==> images/layer_met1.png <==
Bar = 20 um.
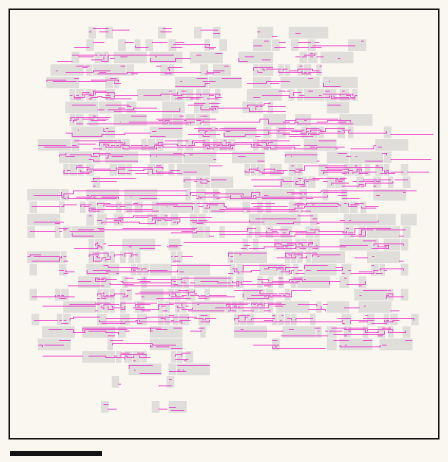
==> images/layer_met2.png <==
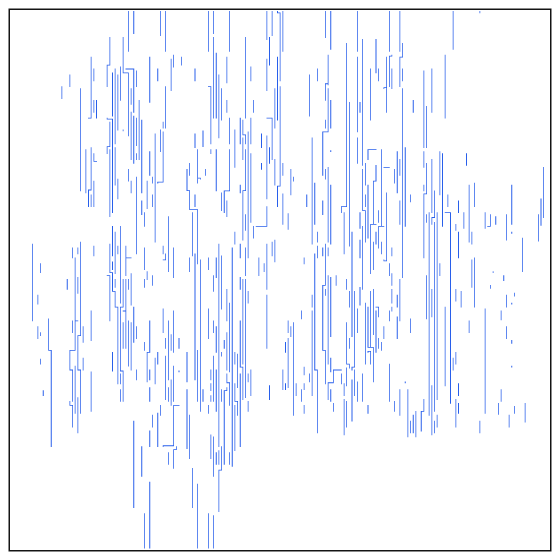
==> images/layer_met3.png <==
Bar = 20 um.
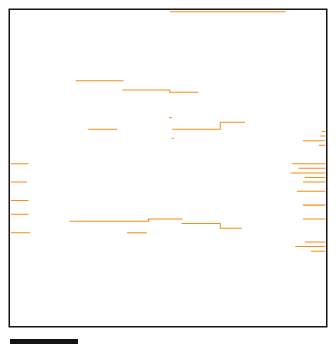
## config.mk

```make
export PLATFORM = sky130hd
export DESIGN_NAME = byte_receiver
export DESIGN_NICKNAME = d
export VERILOG_FILES = /design/src/rtl/jtag_pkg.sv /design/src/rtl/byte_receiver.sv
export SDC_FILE = /design/constraint.sdc
export NUM_CORES = 1
export LEC_CHECK = 0
export ABC_AREA = 1
export CORE_MARGIN = 2
export CORE_UTILIZATION = 35
export CTS_CLUSTER_SIZE = 30
export DETAILED_ROUTE_END_ITERATION = 16
export GPL_TIMING_DRIVEN = 0
export PLACE_DENSITY = 0.61
export SLEW_MARGIN = 20
export SYNTH_ARGS = -nofsm -noshare
export SYNTH_HDL_FRONTEND = slang
export SYNTH_SLANG_ARGS = --single-unit
```

## constraint.sdc

```tcl
create_clock -name clk -period 1.7 [get_ports clk]
set_input_delay 0.17 -clock clk [delete_from_list [all_inputs] [get_ports clk]]
set_output_delay 0.17 -clock clk [all_outputs]
set_load 0.1 [all_outputs]
```

## src/rtl/jtag_pkg.sv

```systemverilog
// Shared JTAG data-path definitions: default word width, receiver state
// encoding and the IDCODE constant used by the benches.
package jtag_pkg;

  localparam int unsigned DEFAULT_WORD_WIDTH = 32;

  // Device identification word returned in Shift-DR after IDCODE is selected.
  localparam logic [31:0] IDCODE = 32'h4BA0_0477;

  typedef enum logic {
    RX_IDLE  = 1'b0,
    RX_SHIFT = 1'b1
  } rx_state_t;

endpackage : jtag_pkg

```

## src/rtl/byte_receiver.sv

```systemverilog
// byte_receiver: JTAG serial-to-parallel deserializer.
// Samples TDI MSB first on posedge TCK while enable is high and presents each
// completed WIDTH-bit word on out with a one-cycle valid strobe. Dropping
// enable mid-word discards the partial word.
//
// Ports:
//   clk      TCK, all state updates on posedge
//   reset    synchronous active-low reset
//   enable   high during Shift-DR; low aborts any partial word
//   in       serial TDI bit
//   out      last completed word, held until the next completion
//   valid    one-cycle pulse in the cycle after the WIDTH-th bit is sampled
//   count    bits captured in the current partial word (0..WIDTH-1)
//   ack      (BYTE_RECEIVER_OVERRUN_EN only) consumer has taken out
//   overrun  (BYTE_RECEIVER_OVERRUN_EN only) sticky: a word completed while
//            the previous one was still unacknowledged
//
// Build option: define BYTE_RECEIVER_OVERRUN_EN to add ack/overrun tracking.
module byte_receiver
  import jtag_pkg::*;
#(
  parameter int unsigned WIDTH = DEFAULT_WORD_WIDTH,
  parameter int unsigned CNT_W = $clog2(WIDTH + 1)
) (
  input  logic             clk,
  input  logic             reset,
  input  logic             enable,
  input  logic             in,
`ifdef BYTE_RECEIVER_OVERRUN_EN
  input  logic             ack,
  output logic             overrun,
`endif
  output logic [WIDTH-1:0] out,
  output logic             valid,
  output logic [CNT_W-1:0] count
);

  localparam int unsigned SHW = WIDTH - 1;

  // Elaboration-time legality checks.
  if (WIDTH < 2 || WIDTH > 63) begin : g_bad_width
    $error("byte_receiver: WIDTH must be in 2..63");
  end
  if (CNT_W != $clog2(WIDTH + 1)) begin : g_bad_cnt_w
    $error("byte_receiver: CNT_W is derived from WIDTH and must not be overridden");
  end

  localparam logic [CNT_W-1:0] LAST_CNT = CNT_W'(WIDTH - 1);

  rx_state_t        state_q;
  logic [SHW-1:0]   shift_q;   // only WIDTH-1 bits are ever needed before completion
  logic [WIDTH-1:0] out_q;
  logic             valid_q;
  logic [CNT_W-1:0] count_q;
  logic             done_c;

  // High on the edge that samples the final bit of a word.
  assign done_c = (state_q == RX_SHIFT) && enable && (count_q == LAST_CNT);

  // Receiver FSM, shift register and bit counter.
  always_ff @(posedge clk) begin
    if (!reset) begin
      state_q <= RX_IDLE;
      shift_q <= '0;
      out_q   <= '0;
      valid_q <= 1'b0;
      count_q <= '0;
    end else begin
      valid_q <= 1'b0;
      case (state_q)
        RX_IDLE: begin
          count_q <= '0;
          if (enable) begin
            shift_q <= SHW'(in);
            count_q <= CNT_W'(1);
            state_q <= RX_SHIFT;
          end
        end
        RX_SHIFT: begin
          if (!enable) begin
            count_q <= '0;
            state_q <= RX_IDLE;
          end else if (count_q == LAST_CNT) begin
            // Next word's first bit lands on the following edge, no gap cycle.
            out_q   <= {shift_q, in};
            valid_q <= 1'b1;
            count_q <= '0;
          end else begin
            shift_q <= SHW'({shift_q, in});
            count_q <= count_q + CNT_W'(1);
          end
        end
        default: begin
          count_q <= '0;
          state_q <= RX_IDLE;
        end
      endcase
    end
  end

  assign out   = out_q;
  assign valid = valid_q;
  assign count = count_q;

`ifdef BYTE_RECEIVER_OVERRUN_EN
  logic pending_q;
  logic overrun_q;

  // A completion re-arms pending even if ack arrives on the same edge, since
  // that ack refers to the word being replaced.
  always_ff @(posedge clk) begin
    if (!reset) begin
      pending_q <= 1'b0;
      overrun_q <= 1'b0;
    end else begin
      if (done_c) begin
        pending_q <= 1'b1;
      end else if (ack) begin
        pending_q <= 1'b0;
      end
      if (done_c && pending_q && !ack) begin
        overrun_q <= 1'b1;
      end
    end
  end

  assign overrun = overrun_q;
`endif

endmodule : byte_receiver

```

==> impl_metrics.csv <==
group,metric,value,unit
run_status,status,"finished clean",
synth,topCellsByArea,"dfxtp_1, nand2_1, nand4_1",
routing,drtPass1Iterations,4,
synth,synthesis.nets,365,
worst_setup_path,path_buffers,1,
layout,fin_util,0.437,
synth,synth_area_per_cell,7.76,um^2
final_timing,tns,0,ps
die,io_pins,43,
synth,top_area_cell,"dfxtp_1",
die,rows,32,
worst_setup_path,crit_fanout,1,
routing,postRouteAntennaNets,0,
worst_setup_path,slowest_delay,810,ps
final_timing,period_used_share,0.958,
cts,cts.clk_slew.worst_paths,70,ps
layout,num-nets-final,420,
power_and_ir_drop,intPower,0.00231,W
synth,top_area_frac,0.509,
power_and_ir_drop,clkPwrFrac,0.390,
worst_setup_path,required,1530,ps
final_timing,min_period,1630,ps
worst_setup_path,criticalPathCategory,"register to primary output",
routing,initialDrtViolationCount,89,
routing,via_per_inst,4.65,
placed_design,gp_congestion,0.761,
power_and_ir_drop,seq_power_share,0.563,
layout,comb_area,0.00110,mm^2
die,coreArea,0.00773,mm^2
routing,drcViolationCount,0,
synth,ys.flops,71,
global_route,grt_pass1_vias,2282,
job,warning_count,26,
cts,cts_tree,"done",
power_and_ir_drop,combPwrFrac,0.047,
global_route,grt.overflow.total,0,
synth,netlist_area,0.00279,mm^2
synth,synth_cells,360,
final_timing,drv_slew,0,
job,cap_viol_max_count,0,
die,fp.dieH,93.3,um
synth,yosysChipArea,0.00279,mm^2
routing,wl_per_cell,12.2,um
layout,fill_cells,792,
routing,totalWireLength,6350,um
final_timing,max_slew_margin,0.371,
placed_design,place_inst,503,
synth,ys_warn_count,0,
final_timing,hold_violations,0,
cts,clock-sinks,71,
power_and_ir_drop,peakVddDrop,492,uV
power_and_ir_drop,p_leak,1.35,nW
worst_setup_path,critical_path.cell_chain,"clkdlybuf4s15_1",
synth,ys.flop_type,"dfxtp_1",
power_and_ir_drop,p_sw,0.000705,W
worst_setup_path,crit_family,"buffers and inverters",
worst_setup_path,end_kind,"primary output",
power_and_ir_drop,swShare,0.234,
synth,post_synth_num_cell_types,25,
placed_design,numPortBuffers,41,
-- layer_met1.png (at the start) --
The wires run mostly horizontal. The layer carries 3140 um of wire.

-- layer_met2.png (at the start) --
The layer holds 45% of the routed length. The wires run mostly vertical. 301 nets have wire on it.

-- layer_met3.png (at the start) --
The longest straight run is 33.8 um. The layer carries 272 um of wire.

final cells by class:
| class | instances | area share |
|---|---|---|
| clock buffers | 13 | 0.0470 |
| multi-input cells | 222 | 0.326 |
| repair buffers | 44 | 0.0811 |
| clock inverters | 1 | 0.00148 |
| plain buffers | 26 | 0.0363 |
| flip-flops and latches | 71 | 0.425 |
| inverters | 41 | 0.0456 |
| well taps | 102 | 0.0378 |
power by group through the flow:
stage,sequential [W],combinational (W),clock [W]
6_report,0.00170,0.000142,0.00118
4_1_cts,0.00170,0.000142,0.00121
3_3_place_gp,0.00174,0.000140,0
5_1_grt,0.00170,0.000161,0.00128
3_5_place_dp,0.00174,0.000142,0
2_1_floorplan,0.00174,0.0000950,0
routing by layer:
metal / share of wire / GRT usage / wire length, um / vias up
met3: 0.043 / 0.0564 / 271 / 6
met5: 0 / 0 / 0 / -
met2: 0.45 / 0.241 / 2880 / 38
li1: - / - / - / 1290
met1: 0.49 / 0.203 / 3140 / 1084
met4: 0.010 / 0.0404 / 65 / 0
cell families (layout without fill, tap and decap cells):
group | after synthesis | after routing | synth area share
AND/OR/NAND/NOR | 163 | 163 | 0.281
buffers and inverters | 67 | 125 | 0.0990
AND-OR/OR-AND | 56 | 56 | 0.100
XOR/XNOR | 2 | 2 | 0.00627
adder cells (fa/ha/maj) | 1 | 1 | 0.00448
flip-flops | 71 | 71 | 0.509
worst paths after layout:
path,from,depth (start not counted),slack (ps),endpoint
min reg2reg,out[16],2,460,out[16]
max,valid,1,70,valid
min,reset,3,190,shift_q[30]
max reg2reg,count[0],9,130,shift_q[24]
placed cells by master, fill, tap and decap left out, types with 2 or more instances in the layout:
cell,n
inv_1,39
clkdlybuf4s15_2,5
nor2_1,28
dfxtp_1,65
buf_2,11
clkbuf_2,33
nand3_2,2
nand4_1,33
o21ai_1,18
clkbuf_1,13
dfxtp_2,3
nand2_1,71
a21oi_1,38
nand3_1,22
clkbuf_8,11
clkdlybuf4s50_1,2
buf_4,6
dfxtp_4,3
repair_timing:
action,CTS,global route
pin swaps,0,0
gates cloned,0,0
hold buffers,0,0
setup buffers,0,3
gates resized,81,36
setup endpoints to repair,39,83
sequential cells by signal, summed over array words and instances (netlist names):
name / count
out: 32
shift_q: 31
state_q: 1
count: 6
valid: 1
per-stage QoR:
stage                     cell area, um^2  setup WS (ps)  power (W)  hold slack (ps)
after floorplan                      2810           19.7    0.00184              341
after global placement               3350          -30.3    0.00188              449
after detailed placement             3350          -37.3    0.00188              455
after CTS                            3510          0.772    0.00305              179
after global routing                 3380          -2.86    0.00314              206
final                                3380           71.4    0.00302              192
Power and IR drop assume default switching activity.
